**src/rtl/risc16_pkg.sv**
```systemverilog
// Shared RiSC-16 definitions: datapath widths, reset vector, opcodes and the
// fetch-to-decode entry layout.
package risc16_pkg;

  localparam int ADDR_W = 16;
  localparam int INST_W = 16;
  localparam logic [ADDR_W-1:0] RESET_PC = 16'h0000;

  localparam logic [2:0] OP_ADD  = 3'b000;
  localparam logic [2:0] OP_ADDI = 3'b001;
  localparam logic [2:0] OP_NAND = 3'b010;
  localparam logic [2:0] OP_LUI  = 3'b011;
  localparam logic [2:0] OP_SW   = 3'b100;
  localparam logic [2:0] OP_LW   = 3'b101;
  localparam logic [2:0] OP_BEQ  = 3'b110;
  localparam logic [2:0] OP_JALR = 3'b111;

  typedef struct packed {
    logic [INST_W-1:0] inst;
    logic [ADDR_W-1:0] pc;
  } fetch_entry_t;

endpackage

```
**src/rtl/risc16_sync_fifo.sv**
```systemverilog
// Single-clock FIFO with synchronous flush; push while full is accepted only
// when a pop frees a slot in the same cycle.
module risc16_sync_fifo #(
  parameter int WIDTH = 16,
  parameter int DEPTH = 4
) (
  input  logic                     clk,
  input  logic                     rst,
  input  logic                     flush,
  input  logic                     push,
  input  logic [WIDTH-1:0]         push_data,
  input  logic                     pop,
  output logic [WIDTH-1:0]         pop_data,
  output logic                     full,
  output logic                     empty,
  output logic [$clog2(DEPTH):0]   count
);

  localparam int PTR_W = $clog2(DEPTH);
  localparam int CNT_W = PTR_W + 1;

  logic [WIDTH-1:0] mem [DEPTH];
  logic [PTR_W-1:0] rd_ptr;
  logic [PTR_W-1:0] wr_ptr;
  logic             do_push;
  logic             do_pop;

  assign full     = (count == CNT_W'(DEPTH));
  assign empty    = (count == '0);
  assign do_pop   = pop && !empty;
  assign do_push  = push && (!full || do_pop);
  assign pop_data = mem[rd_ptr];

  always_ff @(posedge clk) begin
    if (rst || flush) begin
      rd_ptr <= '0;
      wr_ptr <= '0;
      count  <= '0;
    end else begin
      if (do_push) wr_ptr <= wr_ptr + PTR_W'(1);
      if (do_pop)  rd_ptr <= rd_ptr + PTR_W'(1);
      count <= count + CNT_W'(do_push) - CNT_W'(do_pop);
    end
  end

  // Storage needs no reset: only slots between the pointers are ever read.
  always_ff @(posedge clk) begin
    if (do_push) mem[wr_ptr] <= push_data;
  end

endmodule

```
**src/rtl/risc16_fetch_unit.sv**
```systemverilog
// RiSC-16 fetch stage: credit-limited requests to instruction memory, a prefetch
// queue toward decode, and flush/discard handling for redirects and reset.
module risc16_fetch_unit #(
  parameter int                ADDR_W      = risc16_pkg::ADDR_W,
  parameter int                INST_W      = risc16_pkg::INST_W,
  parameter int                QUEUE_DEPTH = 4,
  parameter logic [ADDR_W-1:0] RESET_PC    = risc16_pkg::RESET_PC
) (
  input  logic              clk,
  input  logic              rst,
  output logic              imem_req_valid,
  output logic [ADDR_W-1:0] imem_req_addr,
  input  logic              imem_req_ready,
  input  logic              imem_rsp_valid,
  input  logic [INST_W-1:0] imem_rsp_data,
  input  logic              redirect_valid,
  input  logic [ADDR_W-1:0] redirect_pc,
  output logic              inst_valid,
  output logic [INST_W-1:0] inst_data,
  output logic [ADDR_W-1:0] inst_pc,
  input  logic              inst_ready
);

  localparam int CNT_W = $clog2(QUEUE_DEPTH) + 1;
  localparam int SUM_W = CNT_W + 2;
  localparam int ENT_W = INST_W + ADDR_W;

  // Handshake: a request/instruction transfers on a rising edge where valid and
  // ready are both high; valid never waits on ready.
  logic [ADDR_W-1:0] fetch_pc;
  logic [CNT_W-1:0]  outstanding;
  logic [CNT_W-1:0]  discard;
  logic [CNT_W-1:0]  q_count;
  logic [CNT_W-1:0]  pc_count;
  logic              q_full, q_empty, pc_full, pc_empty;
  logic [ENT_W-1:0]  q_head;
  logic [ADDR_W-1:0] rsp_pc;
  logic [SUM_W-1:0]  credit_used;
  logic              accept, rsp_keep, rsp_drop, flush, q_push, q_pop;

  // Everything in flight (kept or to be dropped) consumes a queue credit.
  assign credit_used    = SUM_W'(q_count) + SUM_W'(outstanding) + SUM_W'(discard);
  assign imem_req_valid = !rst && !redirect_valid && (credit_used < SUM_W'(QUEUE_DEPTH));
  assign imem_req_addr  = fetch_pc;
  assign accept         = imem_req_valid && imem_req_ready;
  assign rsp_drop       = imem_rsp_valid && (discard != '0);
  assign rsp_keep       = imem_rsp_valid && (discard == '0);
  assign flush          = rst || redirect_valid;
  assign q_push         = rsp_keep && !flush;
  assign inst_valid     = !rst && !q_empty;
  assign q_pop          = inst_valid && inst_ready;
  assign {inst_data, inst_pc} = q_head;

  // outstanding counts live requests; discard counts responses owed to a
  // flushed stream and always drains first because memory answers in order.
  always_ff @(posedge clk) begin
    if (flush) begin
      fetch_pc    <= rst ? RESET_PC : redirect_pc;
      outstanding <= '0;
      discard     <= discard + outstanding - CNT_W'(imem_rsp_valid);
    end else begin
      if (accept) fetch_pc <= fetch_pc + ADDR_W'(1);
      outstanding <= outstanding + CNT_W'(accept) - CNT_W'(rsp_keep);
      discard     <= discard - CNT_W'(rsp_drop);
    end
  end

  risc16_sync_fifo #(.WIDTH(ADDR_W), .DEPTH(QUEUE_DEPTH)) u_pc_fifo (
    .clk       (clk),
    .rst       (rst),
    .flush     (flush),
    .push      (accept),
    .push_data (fetch_pc),
    .pop       (rsp_keep),
    .pop_data  (rsp_pc),
    .full      (pc_full),
    .empty     (pc_empty),
    .count     (pc_count)
  );

  risc16_sync_fifo #(.WIDTH(ENT_W), .DEPTH(QUEUE_DEPTH)) u_inst_queue (
    .clk       (clk),
    .rst       (rst),
    .flush     (flush),
    .push      (q_push),
    .push_data ({imem_rsp_data, rsp_pc}),
    .pop       (q_pop),
    .pop_data  (q_head),
    .full      (q_full),
    .empty     (q_empty),
    .count     (q_count)
  );

  a_rsp_has_request: assert property (@(posedge clk) disable iff (rst)
    imem_rsp_valid |-> (outstanding != '0 || discard != '0));
  a_pc_track:        assert property (@(posedge clk) disable iff (rst)
    pc_count == outstanding);
  a_pc_avail:        assert property (@(posedge clk) disable iff (rst)
    rsp_keep |-> !pc_empty);
  a_pc_room:         assert property (@(posedge clk) disable iff (rst)
    accept |-> !pc_full);
  a_queue_room:      assert property (@(posedge clk) disable iff (rst)
    q_push |-> (!q_full || q_pop));

endmodule

```
**config.mk**
```make
export PLATFORM = sky130hd
export DESIGN_NAME = risc16_fetch_unit
export DESIGN_NICKNAME = d
export VERILOG_FILES = /design/src/rtl/risc16_pkg.sv /design/src/rtl/risc16_sync_fifo.sv /design/src/rtl/risc16_fetch_unit.sv
export SDC_FILE = /design/constraint.sdc
export NUM_CORES = 1
export LEC_CHECK = 0
export ABC_CLOCK_PERIOD_IN_PS = 3100
export CORE_MARGIN = 3
export CORE_UTILIZATION = 25
export CTS_CLUSTER_SIZE = 14
export DETAILED_ROUTE_END_ITERATION = 12
export PLACE_DENSITY_LB_ADDON = 0.08
export SETUP_SLACK_MARGIN = 0.4
export SYNTH_ARGS = -nofsm -noshare
export SYNTH_HDL_FRONTEND = slang
export SYNTH_SLANG_ARGS = --single-unit
```
**constraint.sdc**
```tcl
create_clock -name clk -period 3.1 [get_ports clk]
set_input_delay 0.465 -clock clk [delete_from_list [all_inputs] [get_ports clk]]
set_output_delay 0.465 -clock clk [all_outputs]
set_load 0.01 [all_outputs]
```
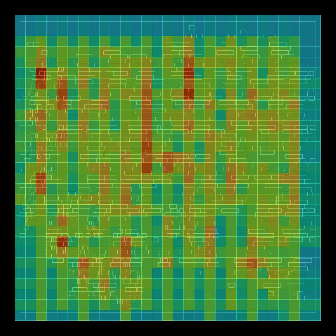
Run 1: track usage over the die
met3 usage: 1.897%
M1 GR Usage: 14.52%
Final Core Density: 33.78%

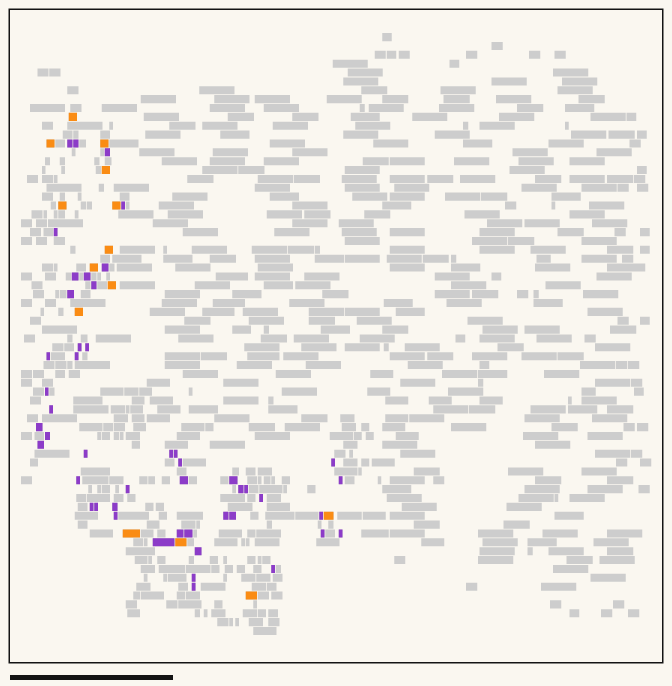
Run 1: gate-type map
The bar under the picture is 50 um long.
| family | colour | cells | most used |
|---|---|---|---|
| non-inverting ao/oa cells | orange | 14 | o21a_1 |
| nor cells | purple | 48 | nor2_1 |
most instantiated logic cell after routing: edfxtp_1
multi-input combinational area share: 20.51%

==> reports/metrics.yaml, run 1 <==
pg_clk_w: 0.00298
status: "complete, but fails checks"
ff_type: "edfxtp_1"
max_stage_delay_ns: 0.52
grt_max_degree: 33
ios: 88
synth_flops: 232
yosysWarnings: 0
dp_hpwl_um: 12890
crit_chain: "inv_2 -> fa_1 -> nor2_2 -> fa_2 -> buf_4 -> nor3b_4 -> nand2_1 -> ha_1 -> inv_1 -> ha_1 -> inv_1 -> fa_2 -> xnor2_2 -> xnor2_1 -> nor2_1"
hold_start: "u_pc_fifo.wr_ptr[0]"
edf_count: 208
critPathBufInv: 4
taps: 504
synth.top_cell.area_share_pct: 66.33
grt.met2_usage_pct: 18.08
p_seq_w: 0.00362
largestClassByArea: "sequential cells"
pre_cts_ws_ns: -0.1416
r2r_cells: 15
die-area_um2: 40030
tightest_slew_ns: 0.8825
max_slew_margin_pct: 41.08
crit_end: "outstanding[2]"
mux_share_pct: 12.01
simple_gate_share_pct: 4.730
end_kind: "flop"
logic_area_um2: 2555
timing.rr.end: "outstanding[2]"
yosys_area_um2: 9417
dr.first_iter.drc_count: 185
final_nets: 734
clock-sinks: 232
rows: 70
grt_pass1_wl_um: 32810
switchingPower_w: 0.001706
p_comb_w: 0.000793
cp_top_family: "adder cells"
yosys.area.top_type: "edfxtp_1"
final_area_um2: 12460
gp_congestion: 0.7245
worstPathRequired_ns: 3.52
total_power_w: 0.007397
cts.clk_slew.worst_paths_ns: 0.05
fin_skew_ns: 0.02348
numCtsBuffers: 28
post-route-min-period_ns: 3.203
finalSetupTns_ns: -0.2797
top_register: "u_inst_queue.mem"
whs_ns: 0.5039
n_all_buffers: 139
finalHoldViolCount: 0
cts.repair.resized: 35
top_power_group: "sequential cells"
route.met3.wl_um: 858
internal_power_w: 0.005691
violations: "setup timing"
powerDensity_nw_per_um2: 593.8
routed_wl_um: 20820
fin_crit_sh_pct: 103.3
drive_gt1_share_pct: 26.64
setup_viol: 3
portBuffers: 87
irDropWorstVdd_mv: 0.3749
cp.depth: 15
top_usage_layer: "met2"
post-synth-top-count-cell: "edfxtp_1"
inverters: 35
fin_ws_ns: -0.1029
ys_sh_adder_pct: 4.544
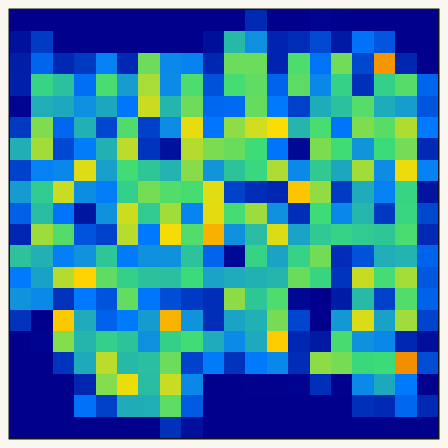
Run 1: placement density heat map
20 x 20 tiles, from dark blue (low) to red (high), 0 to 100% covered.
nearly empty tiles: 20%
mean over tiles: 30%
tiles over 75% full: 2.0%
densest ninth of the die: centre
fullest tile: 84%
FP Core Util: 25.54%
Placeable Area: 36870 um2

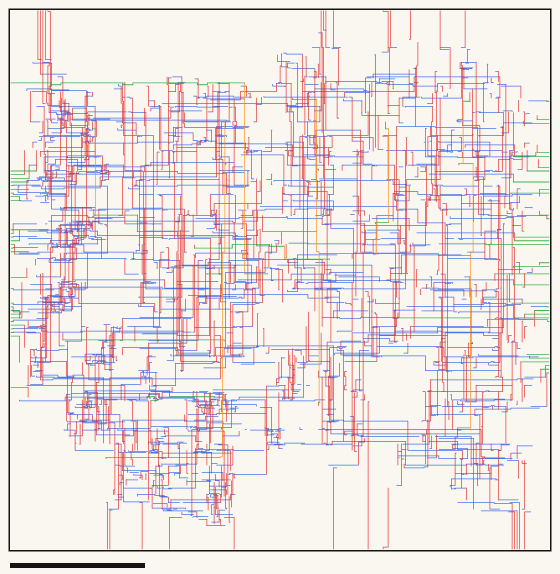
Run 1: metal layers overlaid
The bar under the picture is 50 um long.
| layer | colour | wire length |
|---|---|---|
| M2 | red | 9930 um |
| M4 | orange | 515 um |
| M3 | green | 859 um |
| M1 | blue | 9520 um |
DR WL/cell: 17.48 um
Tot GR Track Use: 10.77%

Run 1, clock distribution:
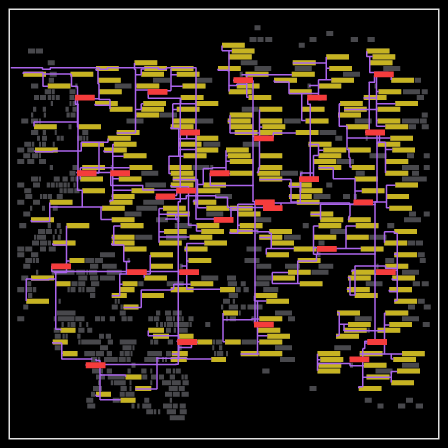

==> run 2: changes to the inputs <==
ABC_AREA = 1   (was unset)
CORE_MARGIN = unset   (was 3)
RECOVER_POWER = 25   (was unset)
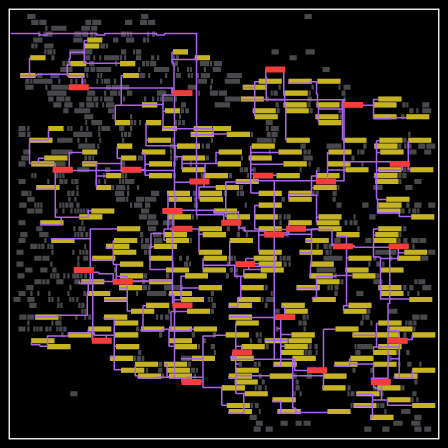
Run 2: clock distribution
[clock wires] purple | length: 3380 um
[clock-net drivers] red | count: 28
[flip-flops] yellow | count: 232
flops lie: spread over the die
clock skew: 0.01987 ns
Late-Pin Clk Latency: 0.54 ns
Clock Power: 0.00307 W
clock share of power: 40.9%

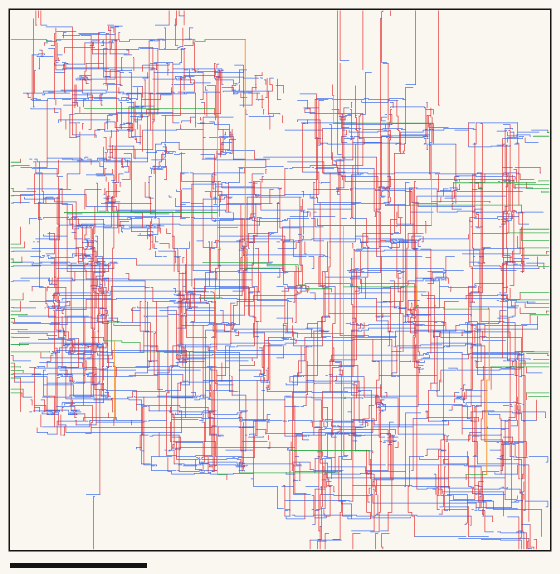
Run 2: metal layers overlaid
The bar under the picture is 50 um long.
| layer | colour | wire length |
|---|---|---|
| M3 | green | 963 um |
| M2 | red | 11200 um |
| M1 | blue | 11400 um |
| M4 | orange | 433 um |
via count: 6181
routed wire length: 24020 um

==> reports/metrics.yaml, run 2 <==
cp_max_fo: 2  # unchanged
die_width_um: 197.5  # was 200.1 um
taps: 511  # was 504
gp_congestion: 0.7298  # was 0.7245
grt_pass1_wl_um: 36140  # was 32810 um
postSynth.asyncResetShare_pct: 0  # unchanged
dr.first_iter.drc_count: 255  # was 185
setup_viol: 2  # was 3
finalHoldViolCount: 0  # unchanged
critPathBufInv: 6  # was 4
cp_top_family: "adder cells"  # unchanged
grt.met2_usage_pct: 20.28  # was 18.08%
antenna_found_initial: 0  # was 1
post-route-min-period_ns: 3.161  # was 3.203 ns
place_inst: 1396  # was 1127
syn-cell-area_um2: 9552  # was 9417 um2
route.met3.wl_um: 963  # was 858 um
switchingPower_w: 0.001792  # was 0.001706 W
synth.top_cell.area_share_pct: 65.39  # was 66.33%
grt_max_degree: 47  # was 33
status: "complete, but fails checks"  # unchanged
mux_share_pct: 0.1048  # was 12.01%
post-synth-top-count-cell: "edfxtp_1"  # unchanged
edf_count: 208  # unchanged
drc: 0  # unchanged
r2r_cells: 17  # was 15
cts.repair.resized: 45  # was 35
grtUsageMet1_pct: 16.14  # was 14.52%
ff_type: "edfxtp_1"  # unchanged
max_stage_delay_ns: 0.56  # was 0.52 ns
timing.rr.end: "outstanding[2]"  # unchanged
p_comb_share_pct: 10.9  # was 10.7%
irDropWorstVdd_mv: 0.3888  # was 0.3749 mV
postCtsSetupRepairBufs: 4  # was 6
hold_start: "u_pc_fifo.count[1]"  # was u_pc_fifo.wr_ptr[0]
cp.depth: 11  # was 15
comb_share_pct: 20.59  # was 20.51%
cts_max_level: 1  # unchanged
clkbuf_count: 35  # was 33
cts.clk_slew.worst_paths_ns: 0.06  # was 0.05 ns
yosysWarnings: 0  # unchanged
numCtsBuffers: 28  # unchanged
top_power_group: "sequential cells"  # unchanged
violations: "setup timing"  # unchanged
powerDensity_nw_per_um2: 590.8  # was 593.8 nW/um2
fin_crit_sh_pct: 102.0  # was 103.3%
finalSetupTns_ns: -0.06661  # was -0.2797 ns
p_seq_w: 0.00363  # was 0.00362 W
flops: 232  # unchanged
fin_util_pct: 33.80  # was 33.78%
total_power_w: 0.007521  # was 0.007397 W
simple_gate_share_pct: 10.09  # was 4.730%
wl_per_cell_um: 16.43  # was 17.48 um
worstPathRequired_ns: 2.63  # was 3.52 ns
n_all_buffers: 146  # was 139
ys_sh_adder_pct: 4.480  # was 4.544%
fp_util_pct: 25.36  # was 25.54%
clock-sinks: 232  # unchanged
top_register: "u_inst_queue.mem"  # unchanged
lay_top_count: "edfxtp_1"  # unchanged
grt_use_total_pct: 12.13  # was 10.77%
crit_chain: "inv_1 -> fa_1 -> inv_2 -> fa_2 -> inv_2 -> nand3_2 -> nor2_4 -> and2_4 -> buf_4 -> buf_6 -> buf_6"  # was inv_2 -> fa_1 -> nor2_2 -> fa_2 -> buf_4 -> nor3b_4 -> nand2_1 -> ha_1 -> inv_1 -> ha_1 -> inv_1 -> fa_2 -> xnor2_2 -> xnor2_1 -> nor2_1
final_nets: 997  # was 734
whs_ns: 0.5024  # was 0.5039 ns
yosys_area_um2: 9552  # was 9417 um2
clk_path_buf_depth: 3  # unchanged
dp_hpwl_um: 14390  # was 12890 um
hold_depth: 1  # was 2
synth_flops: 232  # unchanged
internal_power_w: 0.005730  # was 0.005691 W
p_comb_w: 0.000820  # was 0.000793 W
end_kind: "primary output"  # was flop
portBuffers: 87  # unchanged
inverters: 65  # was 35
drive_gt1_share_pct: 15.77  # was 26.64%
largestClassByArea: "sequential cells"  # unchanged
max_slew_margin_pct: 61.46  # was 41.08%
ios: 88  # unchanged
pre_cts_ws_ns: -0.08007  # was -0.1416 ns
clk_share_pct: 6.841  # was 6.791%
fin_ws_ns: -0.06073  # was -0.1029 ns
crit_end: "imem_req_valid"  # was outstanding[2]
rows: 71  # was 70
yosys.area.top_type: "edfxtp_1"  # unchanged
met3_usage_pct: 2.185  # was 1.897%
die-area_um2: 38990  # was 40030 um2
top_usage_layer: "met2"  # unchanged
Run 2, placement density heat map:
20 x 20 tiles, from dark blue (low) to red (high), 0 to 100% covered.
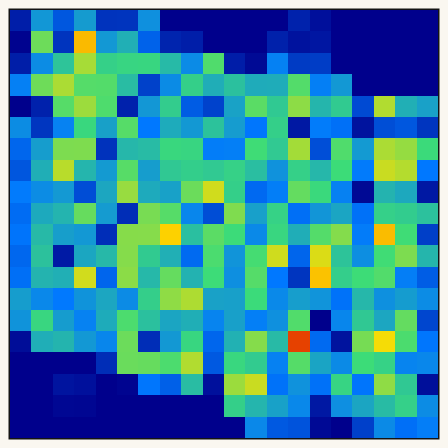

==> run 3: changes to the inputs <==
ABC_AREA = unset   (was 1)
CORE_MARGIN = 2   (was unset)
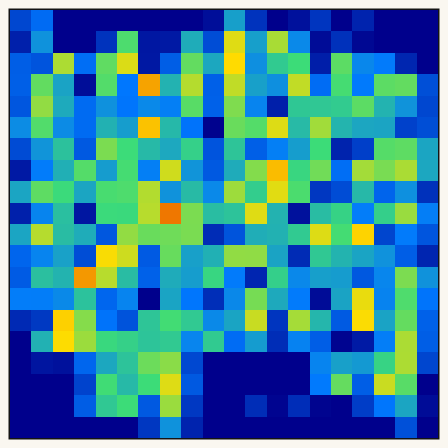
Run 3: placement density heat map
20 x 20 tiles, from dark blue (low) to red (high), 0 to 100% covered.
fullest tile: 86%
nearly empty tiles: 16%
tiles over 75% full: 2.0%
mean over tiles: 31%
FP Core Util: 25.18%
Placeable Area: 37400 um2
Final Core Density: 34.19%

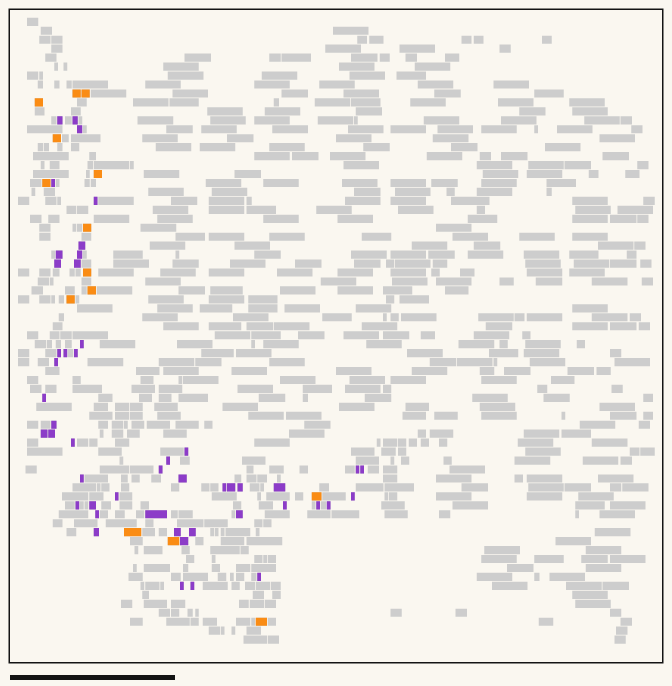
Run 3: gate-type map
The bar under the picture is 50 um long.
| family | colour | cells | most used |
|---|---|---|---|
| non-inverting ao/oa cells | orange | 14 | o21a_1 |
| nor cells | purple | 48 | nor2_1 |
multi-input combinational area share: 20.12%
filler-free cell count of the finished design: 1221

==> reports/metrics.yaml, run 3 <==
status: "complete, but fails checks"  # unchanged
violations: "setup timing"  # unchanged
drc: 0  # unchanged
numCtsBuffers: 28  # unchanged
timing.rr.end: "outstanding[2]"  # unchanged
clkPwrFrac_pct: 43.2  # was 40.9%
p_comb_w: 0.000806  # was 0.000820 W
max_stage_delay_ns: 0.54  # was 0.56 ns
place_inst: 1140  # was 1396
grt_use_total_pct: 10.78  # was 12.13%
dr.first_iter.drc_count: 250  # was 255
route.met3.wl_um: 679  # was 963 um
p_comb_share_pct: 10.4  # was 10.9%
post-synth-top-count-cell: "edfxtp_1"  # unchanged
cts_max_level: 1  # unchanged
pre_cts_ws_ns: -0.1541  # was -0.08007 ns
clkbuf_count: 33  # was 35
drive_gt1_share_pct: 29.15  # was 15.77%
top_register: "u_inst_queue.mem"  # unchanged
mux_share_pct: 12.01  # was 0.1048%
edf_count: 208  # unchanged
worstPathRequired_ns: 2.63  # about the same
synth.top_cell.area_share_pct: 66.33  # was 65.39%
gp_congestion: 0.7363  # was 0.7298
setup_viol: 3  # was 2
dp_hpwl_um: 13170  # was 14390 um
r2r_cells: 16  # was 17
antenna_found_initial: 1  # was 0
total_power_w: 0.007788  # was 0.007521 W
lay_top_count: "edfxtp_1"  # unchanged
cp_max_fo: 2  # unchanged
post-route-min-period_ns: 3.189  # was 3.161 ns
hold_depth: 2  # was 1
flops: 232  # unchanged
end_kind: "primary output"  # unchanged
inverters: 35  # was 65
final_area_um2: 12790  # was 12730 um2
syn-cell-area_um2: 9417  # was 9552 um2
switchingPower_w: 0.001718  # was 0.001792 W
fin_crit_sh_pct: 102.9  # was 102.0%
routed_wl_um: 20970  # was 24020 um
pg_clk_w: 0.00337  # was 0.00307 W
ys_sh_adder_pct: 4.544  # was 4.480%
taps: 511  # unchanged
top_power_group: "sequential cells"  # unchanged
grtUsageMet1_pct: 13.91  # was 16.14%
synth_flops: 232  # unchanged
critPathBufInv: 5  # was 6
crit_chain: "inv_2 -> fa_1 -> inv_2 -> fa_2 -> nor3b_1 -> o32a_1 -> nor3b_4 -> buf_4 -> buf_6 -> buf_6"  # was inv_1 -> fa_1 -> inv_2 -> fa_2 -> inv_2 -> nand3_2 -> nor2_4 -> and2_4 -> buf_4 -> buf_6 -> buf_6
fin_ws_ns: -0.08916  # was -0.06073 ns
die-area_um2: 39230  # was 38990 um2
powerDensity_nw_per_um2: 609.1  # was 590.8 nW/um2
No activity file was given, so power comes from the tool's default toggle rates.
